==> src/rtl/led_scan_pkg.sv <==
// Shared display definitions: scan FSM states, dark segment value, digit count.
// Latency: n/a (types and constants only).
// Backpressure: n/a.
package led_scan_pkg;

  localparam int         NUM_DIGITS = 6;
  localparam logic [7:0] SEG_OFF    = 8'hFF;

  typedef enum logic [1:0] {
    IDLE  = 2'd0,
    BLANK = 2'd1,
    SHOW  = 2'd2
  } scan_state_e;

endpackage

==> src/rtl/led_scan_driver_scan_timer.sv <==
// Loadable down-counter with terminal-count flags for the scan phases.
// Latency: load takes effect on the next edge; tc reflects the current count.
// Backpressure: none; counts every cycle until it sits at zero.
//
// Ports:
//   clk, rst_n  clock and synchronous active-low reset
//   load        reload the counter with load_val on this edge
//   load_val    value loaded (phase length minus one)
//   tc          count is zero this cycle
//   tc_next     count will be zero next cycle (lets the parent register
//               outputs that depend on the terminal cycle)
module scan_timer #(
  parameter int CW = 16
) (
  input  logic          clk,
  input  logic          rst_n,
  input  logic          load,
  input  logic [CW-1:0] load_val,
  output logic          tc,
  output logic          tc_next
);

  logic [CW-1:0] cnt_q;
  logic [CW-1:0] cnt_d;

  always_comb begin
    cnt_d = cnt_q;
    if (load) begin
      cnt_d = load_val;
    end else if (cnt_q != '0) begin
      cnt_d = cnt_q - 1'b1;
    end
  end

  always_ff @(posedge clk) begin
    if (!rst_n) begin
      cnt_q <= '0;
    end else begin
      cnt_q <= cnt_d;
    end
  end

  assign tc      = (cnt_q == '0);
  assign tc_next = (cnt_d == '0);

endmodule

==> src/rtl/led_scan_driver.sv <==
// Time-multiplexed 7-segment scan controller with per-frame snapshot and inter-digit blanking.
// Latency: outputs registered; en/digit_n changes appear one cycle later at the earliest.
// Backpressure: none; free-running scan while en is high.
//
// Ports:
//   clk, rst_n  clock and synchronous active-low reset
//   en          scan enable; low keeps the display dark and the scan at digit 0
//   digit_n     packed active-low patterns, digit k in bits [8k+7:8k], bit 7 = dp
//   sel         one-hot active-high digit select, zero while dark
//   seg_n       active-low segments of the selected digit, all ones while dark
//   frame_done  pulse on the last lit cycle of the final digit
module led_scan_driver #(
  parameter int NUM_DIGITS   = led_scan_pkg::NUM_DIGITS,
  parameter int DWELL_CYCLES = 50000,
  parameter int BLANK_CYCLES = 500
) (
  input  logic                    clk,
  input  logic                    rst_n,
  input  logic                    en,
  input  logic [8*NUM_DIGITS-1:0] digit_n,
  output logic [NUM_DIGITS-1:0]   sel,
  output logic [7:0]              seg_n,
  output logic                    frame_done
);

  import led_scan_pkg::*;

  localparam int MAXC = (DWELL_CYCLES > BLANK_CYCLES) ? DWELL_CYCLES : BLANK_CYCLES;
  localparam int CW   = $clog2((MAXC > 2) ? MAXC : 2);
  localparam int IW   = (NUM_DIGITS > 1) ? $clog2(NUM_DIGITS) : 1;

  // Counter is loaded with length-1 so that cnt==0 marks the final cycle.
  localparam logic [CW-1:0] DWELL_LOAD = CW'(DWELL_CYCLES - 1);
  localparam logic [CW-1:0] BLANK_LOAD = CW'((BLANK_CYCLES > 0) ? BLANK_CYCLES - 1 : 0);
  localparam logic [IW-1:0] LAST_IDX   = IW'(NUM_DIGITS - 1);
  localparam bit            HAS_BLANK  = (BLANK_CYCLES > 0);

  scan_state_e             state_q, state_d;
  logic [IW-1:0]           idx_q, idx_d;
  logic [8*NUM_DIGITS-1:0] shadow_q, shadow_d;
  logic [NUM_DIGITS-1:0]   sel_q, sel_d;
  logic [7:0]              seg_n_q, seg_n_d;
  logic                    frame_done_q, frame_done_d;

  logic          tmr_load;
  logic [CW-1:0] tmr_load_val;
  logic          tmr_tc;
  logic          tmr_tc_next;

  scan_timer #(.CW(CW)) u_timer (
    .clk      (clk),
    .rst_n    (rst_n),
    .load     (tmr_load),
    .load_val (tmr_load_val),
    .tc       (tmr_tc),
    .tc_next  (tmr_tc_next)
  );

  // Next-state logic. The slot that follows a lit digit is a blank phase
  // unless blanking is configured away, in which case digits abut.
  always_comb begin
    state_d      = state_q;
    idx_d        = idx_q;
    shadow_d     = shadow_q;
    tmr_load     = 1'b0;
    tmr_load_val = '0;

    if (!en) begin
      state_d  = IDLE;
      idx_d    = '0;
      tmr_load = 1'b1;
    end else begin
      case (state_q)
        IDLE: begin
          shadow_d     = digit_n;
          idx_d        = '0;
          tmr_load     = 1'b1;
          state_d      = HAS_BLANK ? BLANK : SHOW;
          tmr_load_val = HAS_BLANK ? BLANK_LOAD : DWELL_LOAD;
        end
        BLANK: begin
          if (tmr_tc) begin
            state_d      = SHOW;
            tmr_load     = 1'b1;
            tmr_load_val = DWELL_LOAD;
          end
        end
        SHOW: begin
          if (tmr_tc) begin
            tmr_load     = 1'b1;
            state_d      = HAS_BLANK ? BLANK : SHOW;
            tmr_load_val = HAS_BLANK ? BLANK_LOAD : DWELL_LOAD;
            if (idx_q == LAST_IDX) begin
              // Frame boundary: take the new snapshot on the same edge as the wrap.
              idx_d    = '0;
              shadow_d = digit_n;
            end else begin
              idx_d = idx_q + 1'b1;
            end
          end
        end
        default: begin
          state_d = IDLE;
          idx_d   = '0;
        end
      endcase
    end
  end

  // Outputs are decoded from the next-state values so the registered outputs
  // line up cycle-for-cycle with the state registers.
  always_comb begin
    sel_d        = '0;
    seg_n_d      = SEG_OFF;
    frame_done_d = 1'b0;
    if (state_d == SHOW) begin
      sel_d[idx_d] = 1'b1;
      seg_n_d      = shadow_d[{idx_d, 3'b000} +: 8];
      frame_done_d = (idx_d == LAST_IDX) && tmr_tc_next;
    end
  end

  always_ff @(posedge clk) begin
    if (!rst_n) begin
      state_q      <= IDLE;
      idx_q        <= '0;
      shadow_q     <= '1;
      sel_q        <= '0;
      seg_n_q      <= SEG_OFF;
      frame_done_q <= 1'b0;
    end else begin
      state_q      <= state_d;
      idx_q        <= idx_d;
      shadow_q     <= shadow_d;
      sel_q        <= sel_d;
      seg_n_q      <= seg_n_d;
      frame_done_q <= frame_done_d;
    end
  end

  assign sel        = sel_q;
  assign seg_n      = seg_n_q;
  assign frame_done = frame_done_q;

endmodule
==> config.mk <==
export PLATFORM = sky130hd
export DESIGN_NAME = led_scan_driver
export DESIGN_NICKNAME = d
export VERILOG_FILES = /design/src/rtl/led_scan_pkg.sv /design/src/rtl/led_scan_driver_scan_timer.sv /design/src/rtl/led_scan_driver.sv
export SDC_FILE = /design/constraint.sdc
export NUM_CORES = 1
export LEC_CHECK = 0
export CORE_UTILIZATION = 57
export DETAILED_ROUTE_END_ITERATION = 10
export PLACE_DENSITY = 0.89
export REMOVE_ABC_BUFFERS = 1
export SYNTH_ARGS = -nofsm -noshare
export SYNTH_HDL_FRONTEND = slang
export SYNTH_SLANG_ARGS = --single-unit
==> constraint.sdc <==
create_clock -name clk -period 7.9 [get_ports clk]
set_input_delay 1.58 -clock clk [delete_from_list [all_inputs] [get_ports clk]]
set_output_delay 1.58 -clock clk [all_outputs]
set_load 0.1 [all_outputs]
Figure 1. Gate-type map (run 1).
Drawn at 4 px/µm.
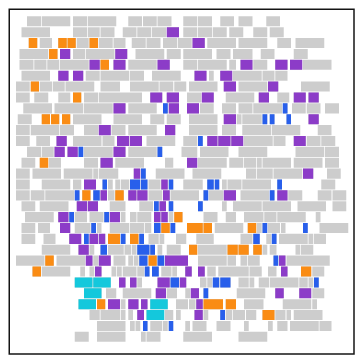
Key: adder and majority cells = cyan [cells 6, where south-west]; NAND gates = blue [cells 51]; inverting AOI/OAI gates = purple [cells 85]; AND and OR gates = orange [cells 33]
Non-Filler Instances: 586
combinational fraction of the cell area: 43.6%
most used logic cell in the final layout: dfxtp_1

Figure 2. I/O pins on the die edge (run 1).
Drawn at 4 px/µm. Pins as bars across the die edge, other pins in grey.
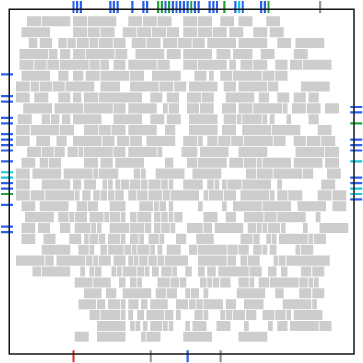
Key: `seg_n` = green [pins 8, direction output, edge 6 north, 1 east, 1 west]; `digit_n` = blue [pins 48, direction input, edge 24 north, 15 west, 8 east, 1 south]; `sel` = cyan [pins 6, direction output, edge 3 east, 2 west, 1 north]; `rst_n` = red [pins 1, direction input, edge south]
All pins by edge: 32 north, 18 west, 12 east, 4 south.
PortBufs: 65
die width: 85.8 µm
die height: 85.8 µm

==> changes_impl.md, run 1 <==
### Changed

- Mapped Cells: 437
- Vias/cell: 6.38
- Pin count of the biggest net entering global routing: 70
- Final Skew: 0.0124 ns
- Clk slew on worst S/H paths: 0.09 ns
- Pre-antenna DRT Iters: 5
- Status: finished clean
- Post-synthesis cell count from yosys: 437
- Worst EP arrival: 4.38 ns
- GRT Overall Usage: 29.0%
- H-tree Lvls: 3
- Max-Cap Viols: 0
- Setup Crit Path Kind: in -> reg
- Yosys cell types: 63
- YS warnings: 0
- Final setup margin: 3.79 ns
- Post-synth EDFFs: 0
- # nets final: 542
- Seq share, synth: 42.0%
- Startpoint Class: input pin
- Final HPWL DP: 6.89 mm
- Core area: 6790 µm²
- Fin area: 4890 µm²
- Mapped Area: 4000 µm²
- Finish-stage setup viols: 0
- TritonCTS sink count: 84
- Top Layout Cells: dfxtp_1 (84), clkdlybuf4s50_1 (65), nor2_1 (38)
- F_max: 0.243 GHz
- Crit end category: flop
- Clock Tree Buf Depth: 2
- Avg Cell Area, Syn: 9.16 µm²
- Placed inst area: 4670 µm²
- Root Buffer Master: clkbuf_8
- Yosys reg bits: 84
- Post-route ant nets: 0
- Antenna Cells: 0
- Per-cell routed wire length: 17.6 µm
- Total I/O pin count: 66
- Total CTS buffers: 9
- Post-CTS Hold Fix Bufs: 0
- Setup TNS: 0 ns
- Drt drc: 0
- Pwr Total: 0.000992 W
- Synth async-reset ratio: 0%
- Slew @ Worst Pin: 1.01 ns
- TritonCTS clock tree: built
- Tool warnings: 29
- Max IR drop VDD: 0.000119 V
- Vias in the first global route: 3,337
- Reg area: 1680 µm²
- Post-CTS setup buffer count: 0
- First-pass GRT wire length: 16.7 mm
- Row count: 30
- Yosys Chip Area: 4000 µm²
- Power per cell area: 203 nW/µm²
- Hold Crit Class: reg -> reg
- CTS resizes: 0
- CP Max Fanout: 22
- FP Util: 58.9%
- GPL Wtd Cong: 0.902
- Pre-CTS setup slack: 3.44 ns
- Final-layout fill cell count: 499
- Share of layout cells above drive strength 1: 9.39%
- Total grt overflow: 0
- Fin util: 72.0%
- Initial drt markers: 375
- Final hold vios: 0
- Required time of the critical path: 8.17 ns
- Slew margin rel.: 32.4%
- Fin crit share: 52.0%
- LEAKAGE: 1.84 nW
- Clock period minus worst slack: 4.11 ns
- Top_reg_cell synth: dfxtp_1
- Die area: 7360 µm²
- Antenna violations before repair: 0
- Pins over their slew limit: 0
- RSZ-0062 raised after global routing: no
- Latency at later pin: 0.37 ns
- Logic area: 2140 µm²
- Area Overhead vs Synth: 22.3%
Figure 3. M4 wires (run 1).
Drawn at 4 px/µm.
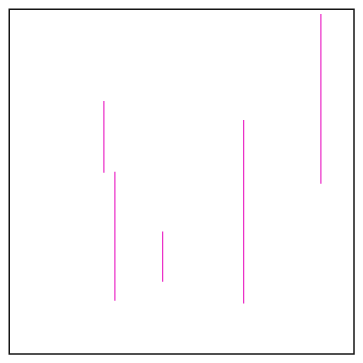
3 nets have wire on it. The wires run mostly vertical. The longest straight run is 45.6 µm. The layer carries 150 µm of wire.
total vias in the final route: 3,739
WL final: 10.3 mm

[run 1: routing by layer]
metal	part of all wire [%]	GRT usage [%]	vias up
met1	45	41.2	1787
met2	46	44.9	171
met5	0	0	-
li1	-	-	1768
met3	7.1	3.95	13
met4	1.4	11.4	0
[run 1: worst max-delay path: stages]
cell and delay (ns):
clkdlybuf4s50_1 0.45, buf_4 0.25, and3b_1 0.25, o211ai_1 0.10, mux2_2 0.32, or3_1 0.57, or4_4 0.60, nor4_2 0.24
[run 1: kinds of logic after synthesis]
kind of cell | share of synthesized area, %
buffers and inverters | 4.94
adder cells (fa/ha/maj) | 1.88
multiplexers | 1.34
XOR/XNOR | 2.85
AND-OR/OR-AND | 28.7
AND/OR/NAND/NOR | 18.3
flip-flops | 42.0
[run 1: worst paths after layout]
kind	depth (start not counted)	slack, ns	start	to
max	8	3.79	rst_n	frame_done$_SDFF_PN0_
min	2	0.48	shadow_q[47]$_SDFF_PN1_	shadow_q[47]$_SDFF_PN1_
max reg2reg	9	4.32	u_timer.cnt_q[0]$_SDFF_PN0_	frame_done$_SDFF_PN0_
min reg2reg	2	0.48	shadow_q[47]$_SDFF_PN1_	shadow_q[47]$_SDFF_PN1_
[run 1: flip-flops by register name (all words and copies together), names as in the netlist]
name,count
shadow_q,48
u_timer.cnt_q,16
seg_n,8
sel,6
idx_q,3
state_q,2
frame_done,1
[run 1: area by class of cell]
class	instances	share of cell area, %
clock inverter	7	2.10
multi-input combinational	309	43.6
inverter	11	0.844
timing repair buffer	70	14.1
clock buffer	9	2.53
tap	96	2.45
sequential	84	34.4
[run 1: synth_stat cells, types with 3 or more instances]
| cell | n | share of area [%] |
|---|---|---|
| dfxtp_1 | 84 | 42 |
| nor2_1 | 38 | 3.6 |
| nand2_1 | 37 | 3.5 |
| a221o_1 | 21 | 5.3 |
| a221oi_1 | 20 | 4.4 |
| a22oi_1 | 20 | 3.8 |
| clkbuf_1 | 20 | 1.9 |
| a22o_1 | 14 | 3.1 |
| or2_2 | 14 | 2.2 |
| a21oi_1 | 12 | 1.5 |
| inv_1 | 10 | 0.94 |
| nor3_1 | 10 | 1.3 |
| nand3_1 | 9 | 1.1 |
| xnor2_1 | 9 | 2.0 |
| buf_2 | 8 | 1.0 |
| o21ai_0 | 8 | 1.0 |
| a211o_1 | 7 | 1.5 |
| and2_1 | 6 | 0.94 |
| ha_1 | 6 | 1.9 |
| nor4_1 | 5 | 0.78 |
| o21a_1 | 5 | 0.94 |
| o311ai_0 | 5 | 1.1 |
| a31oi_1 | 4 | 0.63 |
| or4_1 | 4 | 0.75 |
| xor2_1 | 4 | 0.88 |
| buf_6 | 3 | 0.84 |
| mux2_2 | 3 | 0.84 |
| nor2b_1 | 3 | 0.47 |
| o211ai_1 | 3 | 0.56 |
| or3_1 | 3 | 0.47 |
[run 1: through the flow]
stage	hold WS, ns	instances
CTS	0.483	586
global placement	0.453	570
detailed placement	0.465	570
floorplan	0.438	404
finish	0.478	586
global route	0.511	586
[run 1: report_power, final]
part / switching (W) / internal [W]
combinational: 0.0000934 / 0.0000830
clock: 0.000170 / 0.000183
sequential: 0.0000142 / 0.000448
Figure 4. Signal wires by layer (run 1).
Drawn at 3 px/µm. Only two layers are drawn.
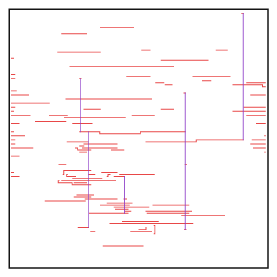

==> run 2: changes to the inputs <==
--- a/config.mk
+++ b/config.mk
@@ -5,9 +5,9 @@
 export SDC_FILE = /design/constraint.sdc
 export NUM_CORES = 1
 export LEC_CHECK = 0
-export CORE_UTILIZATION = 57
+export CORE_UTILIZATION = 48
 export DETAILED_ROUTE_END_ITERATION = 10
-export PLACE_DENSITY = 0.89
+export PLACE_DENSITY = 0.8
 export REMOVE_ABC_BUFFERS = 1
 export SYNTH_ARGS = -nofsm -noshare
 export SYNTH_HDL_FRONTEND = slang
==> constraint.sdc (replaced) <==
create_clock -name clk -period 3.65 [get_ports clk]
set_input_delay 0.73 -clock clk [delete_from_list [all_inputs] [get_ports clk]]
set_output_delay 0.73 -clock clk [all_outputs]
set_load 0.1 [all_outputs]
Figure 5. Signal wires by layer (run 2).
Drawn at 3 px/µm. Only two layers are drawn.
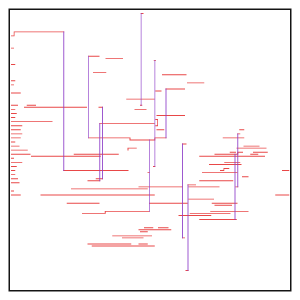
Key: metal 4 = purple [wire length 322 µm]; metal 3 = red [wire length 692 µm]
per-cell routed wire length: 18.1 µm
WL final: 10.9 mm
GRT Overall Usage: 26.2%
total vias in the final route: 3,787

==> run 2 against run 1 <==
Total power is 110% higher. Hold slack better by 0.016 ns. Flip-flop count is the same. Utilization is 9.0 points lower. Largest power group unchanged. Clock-buffer cell count stayed put. Synthesized cell count unchanged. Combinational power rose by 120%. Via count rose by 1.3%. Sequential power increased by 120%. Non-clock buffer count up 11. Critical path depth grew 2. Highest routed layer unchanged. Register-to-register slack lost 4.0 ns. Largest cell class unchanged.
==> changes_impl.md, run 2 <==
### Changed

- Status: finished clean (unchanged)
- Final Skew: 0.00990 ns (was 0.0124 ns)
- Clock Power Share: 33.3% (was 35.6%)
- Pint: 0.00149 W (was 0.000714 W)
- Clock period minus worst slack: 3.34 ns
- Finish-stage setup viols: 0 (unchanged)
- Post-route ant nets: 0 (unchanged)
- LEAKAGE: 1.88 nW (was 1.84 nW)
- Yosys Chip Area: 4000 µm² (unchanged)
- Antenna violations before repair: 0 (unchanged)
- Slowest-stage cell, CP: nor4_1 (was or4_4)
- Post-synth area hogs: dfxtp_1 (42%), a221o_1 (5.3%), a221oi_1 (4.4%) (unchanged)
- Non-Filler Instances: 603 (was 586)
- Fin util: 63.1% (was 72.0%)
- Vias in the first global route: 3,674 (was 3,337)
- Root Buffer Master: clkbuf_8 (unchanged)
- Max reg flops: 48 (unchanged)
- YS warnings: 0 (unchanged)
- Final HPWL DP: 7.76 mm (was 6.89 mm)
- Area share, top type: 42.0% (unchanged)
- Startpoint Class: flop (was input pin)
- Yosys reg bits: 84 (unchanged)
- Post-CTS Hold Fix Bufs: 0 (unchanged)
- Most used logic cell in the final layout: dfxtp_1 (unchanged)
- Area Overhead vs Synth: 24.3% (was 22.3%)
- Max IR drop VDD: 0.000221 V (was 0.000119 V)
- Tool warnings: 29 (unchanged)
- Slew @ Worst Pin: 0.973 ns (was 1.01 ns)
- Antenna Cells: 0 (unchanged)
- Drt drc: 0 (unchanged)
- Total I/O pin count: 66 (unchanged)
- Fin crit share: 91.4%
- Mapped Cells: 437 (unchanged)
- Yosys cell types: 63 (unchanged)
- Die width: 93.3 µm (was 85.8 µm)
- Total grt overflow: 0 (unchanged)
- Pins over their slew limit: 0 (unchanged)
- Power per cell area: 420 nW/µm² (was 203 nW/µm²)
- Pwr Total: 0.00209 W (was 0.000992 W)
- PortBufs: 65 (unchanged)
- Sw power: 0.000602 W (was 0.000277 W)
- Clock Tree Buf Depth: 2 (unchanged)
- Sw frac: 28.8% (was 27.9%)
- Synth async-reset ratio: 0% (unchanged)
- Placed cell count: 587 (was 570)
- Required time of the critical path: 3.90 ns (was 8.17 ns)
- Critical path cell sequence: inv_1 > ha_1 > or4b_4 > nor4_1 > nand2_1 > o32a_1 > a21boi_1 > buf_4 > a22oi_1 > o311ai_0 (was clkdlybuf4s50_1 > buf_4 > and3b_1 > o211ai_1 > mux2_2 > or3_1 > or4_4 > nor4_2)
- Clk slew on worst S/H paths: 0.09 ns (about the same)
- Post-synth EDFFs: 0 (unchanged)
- Most flops, register: shadow_q (unchanged)
- CTS resizes: 0 (unchanged)
- Part of the power in registers: 48.0% (was 46.6%)
- Final hold vios: 0 (unchanged)
- Worst EP arrival: 3.59 ns (was 4.38 ns)
- Die area: 8700 µm² (was 7360 µm²)
- GPL Wtd Cong: 0.902 (about the same)
- Mapped Area: 4000 µm² (unchanged)
- Hold Crit Class: reg -> reg (unchanged)
- Post-synthesis cell count from yosys: 437 (unchanged)
- Post-CTS setup buffer count: 0 (unchanged)
- TritonCTS sink count: 84 (unchanged)
- Avg Cell Area, Syn: 9.16 µm² (unchanged)
- H-tree Lvls: 3 (unchanged)
- Core area: 7890 µm² (was 6790 µm²)
- Share of layout cells above drive strength 1: 11.4% (was 9.39%)
- FP Util: 50.7% (was 58.9%)
- Final-layout fill cell count: 654 (was 499)
- Top_reg_cell synth: dfxtp_1 (unchanged)
- CP Max Fanout: 4 (was 22)
- Slew margin rel.: 34.9% (was 32.4%)
## run 2: critical path, delay by kind of cell (launching register included)
family | cells | cell delay (ns)
simple gates | 3 | 1.25
compound gates | 4 | 1.08
buf+inv | 2 | 0.37
flops | 1 | 0.35
fa+ha+maj | 1 | 0.17
## run 2: power groups by stage
stage	Clock [W]	Combinational, W	Sequential [W]
floorplan	0	0.000243	0.00101
global placement	0	0.000375	0.00102
detailed placement	0	0.000384	0.00102
CTS	0.000704	0.000387	0.00100
global route	0.000740	0.000424	0.00101
finish	0.000695	0.000389	0.00100
## run 2: cell families after synthesis
group / count (synthesis) / synth area share [%]
and+or+nand+nor: 143 / 18.3
AOI/OAI and AO/OA: 142 / 28.7
DFF: 84 / 42.0
buffers and inverters: 44 / 4.94
xor gates and xnor gates: 13 / 2.85
adders and majority gates: 6 / 1.88
muxes: 5 / 1.34
## run 2: routing by layer
layer	vias up	wire length, µm	track usage [%]
met1	1817	4460	32.3
met3	27	691	5.04
met2	161	5480	44.4
met5	-	0	0
li1	1782	-	-
met4	0	321	11.2
## run 2: worst paths after layout
| kind | from | to | slack, ns | depth (start not counted) |
|---|---|---|---|---|
| max | u_timer.cnt_q[0]$_SDFF_PN0_ | seg_n[6]$_SDFF_PN1_ | 0.31 | 10 |
| min reg2reg | shadow_q[47]$_SDFF_PN1_ | shadow_q[47]$_SDFF_PN1_ | 0.49 | 2 |
| min | shadow_q[47]$_SDFF_PN1_ | shadow_q[47]$_SDFF_PN1_ | 0.49 | 2 |
| max reg2reg | u_timer.cnt_q[0]$_SDFF_PN0_ | seg_n[6]$_SDFF_PN1_ | 0.31 | 10 |
## run 2: metrics by stage
stage	hold WS [ns]	worst slack [ns]	cell area, µm²
floorplan	0.438	-1.70	3840
global placement	0.459	0.517	4770
detailed placement	0.474	0.403	4770
CTS	0.495	0.381	4970
global route	0.519	0.154	4970
finish	0.494	0.314	4970
## run 2: area by class of cell
type	count	area, µm²	share of cell area (%)
clock buffers	9	124	2.49
flip-flops and latches	84	1680	33.8
multi-input cells	309	2140	42.9
repair buffers	81	783	15.7
clock inverters	7	80.1	1.61
well taps	102	128	2.57
inverters	11	41.3	0.830
Figure 6. M4 wires (run 2).
Drawn at 4 px/µm.
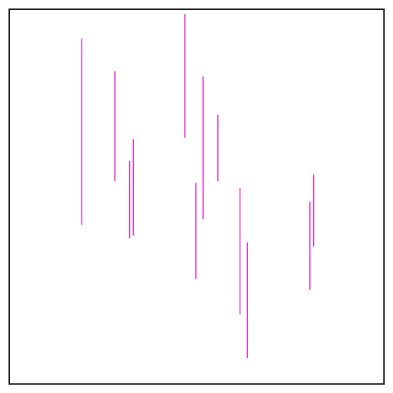

==> run 3: changes to the inputs <==
--- a/config.mk
+++ b/config.mk
@@ -5,10 +5,12 @@
 export SDC_FILE = /design/constraint.sdc
 export NUM_CORES = 1
 export LEC_CHECK = 0
-export CORE_UTILIZATION = 48
+export CORE_UTILIZATION = 49
 export DETAILED_ROUTE_END_ITERATION = 10
+export HOLD_SLACK_MARGIN = 0.03
 export PLACE_DENSITY = 0.8
 export REMOVE_ABC_BUFFERS = 1
 export SYNTH_ARGS = -nofsm -noshare
 export SYNTH_HDL_FRONTEND = slang
+export SYNTH_HIERARCHICAL = 1
 export SYNTH_SLANG_ARGS = --single-unit
Figure 7. M4 wires (run 3).
Drawn at 4 px/µm.
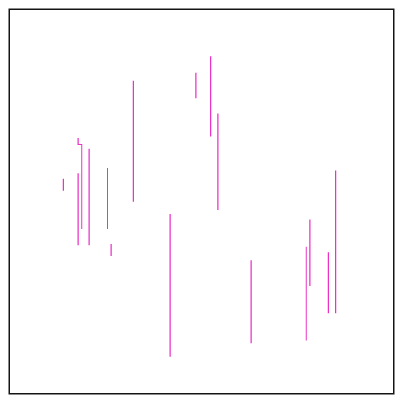
WL final: 11.5 mm
total vias in the final route: 4,112

==> run 3 against run 2 <==
Utilization up 1.1 points. Total power is 2.1% lower. Critical path type unchanged. Synthesized cell count is 6.4% higher. Hold slack got worse by 0.012 ns. Clock-buffer cell count unchanged. Register-to-register slack got worse by 0.09 ns. Highest routed layer unchanged. Largest cell class unchanged. Wire length up 5.2%. Setup slack worse by 0.087 ns.
==> changes_impl.md, run 3 <==
### Changed

- Status: finished clean (unchanged)
- Max-Cap Viols: 0 (unchanged)
- Latency at later pin: 0.36 ns (about the same)
- TritonCTS sink count: 84 (unchanged)
- Seq share, synth: 39.1% (was 42.0%)
- Final HPWL DP: 8.11 mm (was 7.76 mm)
- Startpoint Class: flop (unchanged)
- Top Layout Cells: dfxtp_1 (84), clkdlybuf4s50_1 (65), a221o_1 (48) (was dfxtp_1 (84), clkdlybuf4s50_1 (65), nor2_1 (38))
- Fin crit share: 93.8% (was 91.4%)
- Area Overhead vs Synth: 24.3% (about the same)
- Setup Crit Path Kind: reg -> reg (unchanged)
- Grt met3 use: 4.98% (was 5.04%)
- Final Skew: 0.0185 ns (was 0.00990 ns)
- FP Util: 51.6% (was 50.7%)
- Core area: 8340 µm² (was 7890 µm²)
- Non-Filler Instances: 641 (was 603)
- Met1 Track Usage GR: 32.3% (about the same)
- Avg Cell Area, Syn: 9.26 µm² (was 9.16 µm²)
- Yosys cell types: 68 (was 63)
- Most used logic cell in the final layout: dfxtp_1 (unchanged)
- # nets final: 588 (was 553)
- Slew @ Worst Pin: 1.02 ns (was 0.973 ns)
- Pre-antenna DRT Iters: 5 (unchanged)
- CP Max Fanout: 21 (was 4)
- Fa+ha+maj area frac: 1.74% (was 1.88%)
- WHS: 0.482 ns (was 0.494 ns)
- Top cells by count, synth: dfxtp_1 (84), a221o_1 (48), nor2_1 (28), nand2_1 (25) (was dfxtp_1 (84), nor2_1 (38), nand2_1 (37), a221o_1 (21))
- GR Layer Usage met2: 43.1% (was 44.4%)
- Post-synthesis cell count from yosys: 465 (was 437)
- Root Buffer Master: clkbuf_8 (unchanged)
- Synth async-reset ratio: 0% (unchanged)
- Max reg flops: 48 (unchanged)
- Mapped Cells: 465 (was 437)
- Max IR drop VDD: 0.000193 V (was 0.000221 V)
- Area fraction in compound gates: 31.8% (was 28.7%)
- Post-synth EDFFs: 0 (unchanged)
- Hold Crit Class: reg -> reg (unchanged)
- Worst EP arrival: 3.71 ns (was 3.59 ns)
- Gr busiest metal: met2 (unchanged)
- Final-layout fill cell count: 714 (was 654)
- Share of layout cells above drive strength 1: 12.1% (was 11.4%)
- Synth logic family: AND-OR/OR-AND gates (unchanged)
- Drt drc: 0 (unchanged)
- PortBufs: 65 (unchanged)
- Pwr Total: 0.00204 W (was 0.00209 W)
- Tool warnings: 29 (unchanged)
- Yosys reg bits: 84 (unchanged)
- LEAKAGE: 2.06 nW (was 1.88 nW)
- Mux share: 0.988% (was 1.34%)
- Clk slew on worst S/H paths: 0.09 ns (about the same)
- F_max: 0.292 GHz (was 0.300 GHz)
- Row count: 33 (was 32)
- Vias/cell: 6.41 (was 6.28)
- TritonCTS clock tree: built (unchanged)
- Post-route ant nets: 0 (unchanged)
- Placed cell count: 621 (was 587)
- Top_reg_cell synth: dfxtp_1 (unchanged)
- Die height: 95.7 µm (was 93.3 µm)
- Most flops, register: shadow_q (unchanged)
- Total CTS buffers: 9 (unchanged)
- Required time of the critical path: 3.94 ns (was 3.90 ns)
- Pins over their slew limit: 0 (unchanged)
- Setup TNS: 0 ns (unchanged)
- H-tree Lvls: 3 (unchanged)
- Post-synth area hogs: dfxtp_1 (39%), a221o_1 (11%), a221oi_1 (3.1%) (was dfxtp_1 (42%), a221o_1 (5.3%), a221oi_1 (4.4%))
- Xor+xnor area frac: 0.203% (was 2.85%)
- Final hold vios: 0 (unchanged)
- Synth top cell by count: dfxtp_1 (unchanged)
- Finish-stage setup viols: 0 (unchanged)
- Mapped Area: 4300 µm² (was 4000 µm²)
- Initial drt markers: 301 (was 304)
- Die area: 9160 µm² (was 8700 µm²)
- GRT Overall Usage: 26.0% (was 26.2%)
- Total grt overflow: 0 (unchanged)
- Power per cell area: 382 nW/µm² (was 420 nW/µm²)
- YS warnings: 6 (was 0)
- Clock Tree Buf Depth: 2 (unchanged)
- Simple Share, Synth: 20.0% (was 18.3%)
- GPL Wtd Cong: 0.879 (was 0.902)
- Post-CTS Hold Fix Bufs: 0 (unchanged)
- Area share, top type: 39.1% (was 42.0%)
- First-pass GRT wire length: 18.4 mm (was 17.5 mm)
- Pin count of the biggest net entering global routing: 74 (was 70)
- Antenna Cells: 0 (unchanged)
- Crit end category: flop (unchanged)
run 3: what timing repair did:
action                     4_1_cts  5_1_grt
buffers inserted                 0        4
setup endpoints to repair        0        3
gates resized                    0        3
run 3: cell type report:
cell class | count | area [µm²] | area share (%)
well taps | 105 | 131 | 2.46
multi-input cells | 333 | 2420 | 45.3
flip-flops and latches | 84 | 1680 | 31.4
repair buffers | 90 | 863 | 16.1
clock buffers | 9 | 124 | 2.32
clock inverters | 7 | 76.3 | 1.43
inverters | 13 | 52.6 | 0.982
run 3: path summary, 6_finish.rpt:
kind | start | end | slack, ns | cells after the start
worst min register to register | shadow_q[17]$_SDFF_PN1_ | shadow_q[17]$_SDFF_PN1_ | 0.48 | 1
worst max register to register | u_timer/cnt_q[0]$_SDFF_PN0_ | frame_done$_SDFF_PN0_ | 0.23 | 15
worst max-delay path | u_timer/cnt_q[0]$_SDFF_PN0_ | frame_done$_SDFF_PN0_ | 0.23 | 15
worst min-delay path | shadow_q[17]$_SDFF_PN1_ | shadow_q[17]$_SDFF_PN1_ | 0.48 | 1
run 3: kinds of logic (layout without fill, tap and decap cells):
| family | Yosys count | in the layout |
|---|---|---|
| buffers and inverters | 52 | 119 |
| and+or+nand+nor | 151 | 151 |
| AOI/OAI and AO/OA | 166 | 166 |
| DFF | 84 | 84 |
| xor gates and xnor gates | 1 | 1 |
| other | 1 | 5 |
| adders and majority gates | 6 | 6 |
| muxes | 4 | 4 |
run 3: critical path, cell delays in order (launching register included):
cell and delay [ns]:
dfxtp_1 0.36, inv_1 0.09, ha_1 0.17, or3b_1 0.40, nor2_1 0.23, nor4b_4 0.27, buf_4 0.24, a21oi_1 0.09
o21ai_1 0.24, buf_12 0.20, clkinvlp_4 0.21, nor2_1 0.19, nor3_1 0.07, a211o_1 0.24, nor4_2 0.22, and2_1 0.15
run 3: where the power goes:
part           leakage, nW  internal [W]  total [W]  switching, W
Combinational         1.26      0.000180   0.000377      0.000197
Clock                0.103      0.000272   0.000660      0.000388
Sequential           0.693      0.000970    0.00100     0.0000350
run 3: metal layers:
layer	routed length, µm	share of wire, %
met4	310	2.7
met5	0	0
met2	5550	48
met1	5030	44
met3	620	5.4
run 3: stage by stage:
step	setup WS (ns)	instance area, µm²	util [%]
after floorplan	-1.55	4110	-
after global placement	0.327	5100	61.2
after detailed placement	0.203	5100	61.2
after CTS	0.188	5300	63.6
after global routing	-0.00265	5350	64.1
final	0.227	5350	64.1
Power and IR drop assume default switching activity.
